Figure 1. Register map, names as in the netlist.
Other cells in gray.
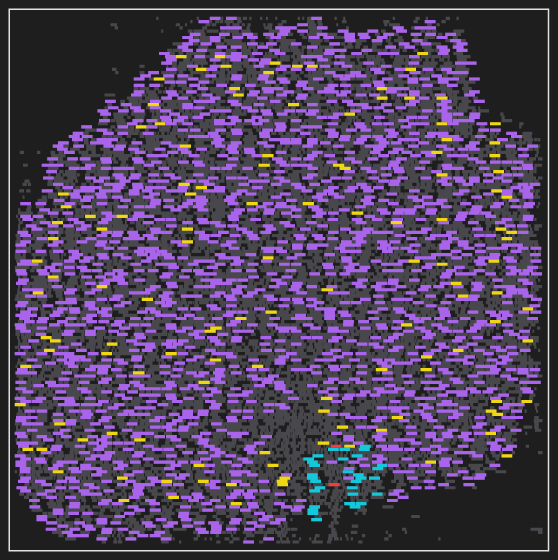
Figure 2. Routed clock nets over the placement.
Bar = 100 um.
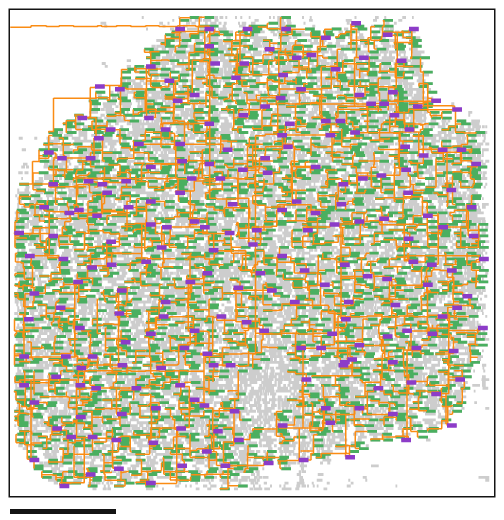
Figure 3. The clock network.
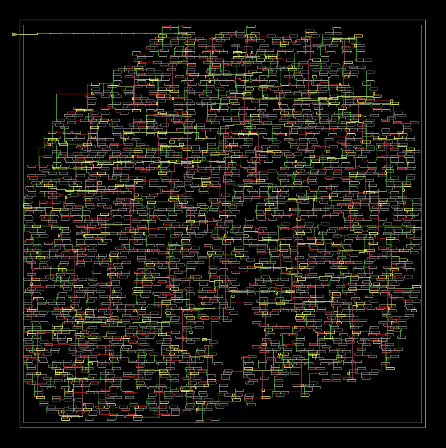
==> config.mk <==
export PLATFORM = sky130hd
export DESIGN_NAME = reg_file_param
export DESIGN_NICKNAME = d
export VERILOG_FILES = /design/src/rtl/reg_file_param.sv
export SDC_FILE = /design/constraint.sdc
export NUM_CORES = 2
export LEC_CHECK = 0
export CORE_AREA = 4 4 454 456
export DETAILED_ROUTE_END_ITERATION = 10
export DIE_AREA = 0 0 458 460
export PLACE_DENSITY = 0.76
export SLEW_MARGIN = 20
export SYNTH_ARGS = -nofsm -noshare
export SYNTH_HDL_FRONTEND = slang
export SYNTH_SLANG_ARGS = --single-unit
==> constraint.sdc <==
create_clock -name clk -period 1.9 [get_ports clk]
set_input_delay 0.38 -clock clk [delete_from_list [all_inputs] [get_ports clk]]
set_output_delay 0.38 -clock clk [all_outputs]
set_load 0.005 [all_outputs]
==> src/rtl/reg_file_param.sv <==
// reg_file_param: multi-read-port register file with per-register pending scoreboard
//   clk       rising-edge clock
//   rst_n     asynchronous active-low reset
//   rd_en     per-port read request (NRD)
//   rd_addr   read addresses, port i at [i*AW +: AW]
//   rd_data   registered read data, port i at [i*XLEN +: XLEN]
//   rd_busy   registered pending bit of the addressed register, per port
//   wr_en     writeback strobe, clears pending of wr_addr
//   wr_addr   writeback address
//   wr_data   writeback data
//   iss_en    issue strobe, sets pending of iss_addr
//   iss_addr  destination register of the issued instruction
module reg_file_param #(
  parameter int XLEN = 64,
  parameter int NREGS = 32,
  parameter int NRD = 2,
  parameter int ZERO_REG = 1,
  parameter int BYPASS = 1,
  localparam int AW = $clog2(NREGS)
) (
  input  logic                clk,
  input  logic                rst_n,
  input  logic [NRD-1:0]      rd_en,
  input  logic [NRD*AW-1:0]   rd_addr,
  output logic [NRD*XLEN-1:0] rd_data,
  output logic [NRD-1:0]      rd_busy,
  input  logic                wr_en,
  input  logic [AW-1:0]       wr_addr,
  input  logic [XLEN-1:0]     wr_data,
  input  logic                iss_en,
  input  logic [AW-1:0]       iss_addr
);
  logic [XLEN-1:0] regs [NREGS];
  logic [NREGS-1:0] pending, pendNext;
  logic [XLEN-1:0] dNext [NRD];
  logic [NRD-1:0] bNext;
  logic [AW-1:0] rdA [NRD];
  logic wrOk, issOk;
  logic [NRD-1:0] hit;
  // Out-of-range addresses and a hardwired zero register behave as absent storage.
  function automatic logic usable(input logic [AW-1:0] a);
    return (32'(a) < 32'(NREGS)) && (ZERO_REG == 0 || a != '0);
  endfunction
  always_comb begin
    wrOk = wr_en && usable(wr_addr);
    issOk = iss_en && usable(iss_addr);
    hit = '0;
    bNext = '0;
    // Issue wins over writeback on the same register in the same cycle.
    for (int r = 0; r < NREGS; r++)
      pendNext[r] = (issOk && iss_addr == AW'(r)) ? 1'b1 : (wrOk && wr_addr == AW'(r)) ? 1'b0 : pending[r];
    for (int i = 0; i < NRD; i++) begin
      rdA[i] = rd_addr[i*AW +: AW];
      hit[i] = (BYPASS != 0) && wrOk && wr_addr == rdA[i];
      dNext[i] = !usable(rdA[i]) ? '0 : hit[i] ? wr_data : regs[rdA[i]];
      bNext[i] = !usable(rdA[i]) ? 1'b0 : hit[i] ? (issOk && iss_addr == rdA[i]) : pending[rdA[i]];
    end
  end
  always_ff @(posedge clk or negedge rst_n)
    if (!rst_n) begin
      for (int r = 0; r < NREGS; r++) regs[r] <= '0;
      pending <= '0;
      rd_data <= '0;
      rd_busy <= '0;
    end else begin
      if (wrOk) regs[wr_addr] <= wr_data;
      pending <= pendNext;
      for (int i = 0; i < NRD; i++)
        if (rd_en[i]) begin
          rd_data[i*XLEN +: XLEN] <= dNext[i];
          rd_busy[i] <= bNext[i];
        end
    end
endmodule

==> impl_metrics.json <==
{
  "io_buffers": 219,
  "finalSetupTns_ps": -197,
  "status": "complete, but fails checks",
  "wire_per_inst_um": 34.9,
  "min_path_type": "input port to async pin",
  "worst_r2r_path_depth": 4,
  "powerDensity_mw_per_mm2": 1020,
  "crit_path_max_incr_delay_ps": 520,
  "setup_viol": 8,
  "p_switching_mw": 38.2,
  "crit_end": "rd_data[122]$_DFFE_PN0P_",
  "violations": "setup timing",
  "firstDrtPassIters": 6,
  "vias": 77300,
  "synth_area_mm2": 0.115,
  "grt_pass1_vias": 80900,
  "m1WireLength_um": 137000,
  "crit_top_cell": "mux4_2",
  "topCellsByArea": "dfrtp_1 48%, mux4_2 22%, mux2_2 20%, clkbuf_1 1.9%, mux2i_1 1.6%",
  "fin_ws_ps": -64.4,
  "antenna_found_initial": 5,
  "largest_class": "multi-input combinational cells",
  "io_pins": 220
}
## Picture notes: Figure 1
pending -> cyan  # placed flops 32
rd_data -> yellow  # placed flops 128, where widely spread
rd_busy -> red  # placed flops 2
regs -> purple  # placed flops 2048, where widely spread

## Picture notes: Figure 2
clock-net drivers -> purple  # count 226
clock wires -> orange  # length 27.2 mm
flip-flops -> green  # count 2210
routed clock nets = 227

## Picture notes: Figure 3
Clock group: 45.9 mW
Latency at later pin: 880 ps
seq_cells: 2210

[kinds of logic (layout without fill, tap and decap cells)]
family          Yosys count  count (layout)  share of synthesized area, %
xor+xnor                 20              20                         0.153
other cells               0               5                             0
simple gates            369             369                          1.45
flops                  2210            2210                          48.3
buf+inv                 876            1606                          3.27
compound gates          557             557                          3.51
mux                    3326            3326                          43.3
[through the flow]
stage,instances,util (%),hold WS (ps),setup slack [ps]
2_1_floorplan,7358,-,84.4,-261
3_3_place_gp,10300,63.5,287,-1000
3_5_place_dp,10300,63.5,290,-1030
4_1_cts,10800,67.3,34.1,-70.4
5_1_grt,10800,67.3,57.5,-102
6_report,10800,67.3,54.5,-64.4
[sequential cells by signal (all words and copies together) (netlist names)]
register	count
pending	32
rd_data	128
rd_busy	2
regs	2048
Power is estimated from default activity; no workload was simulated.
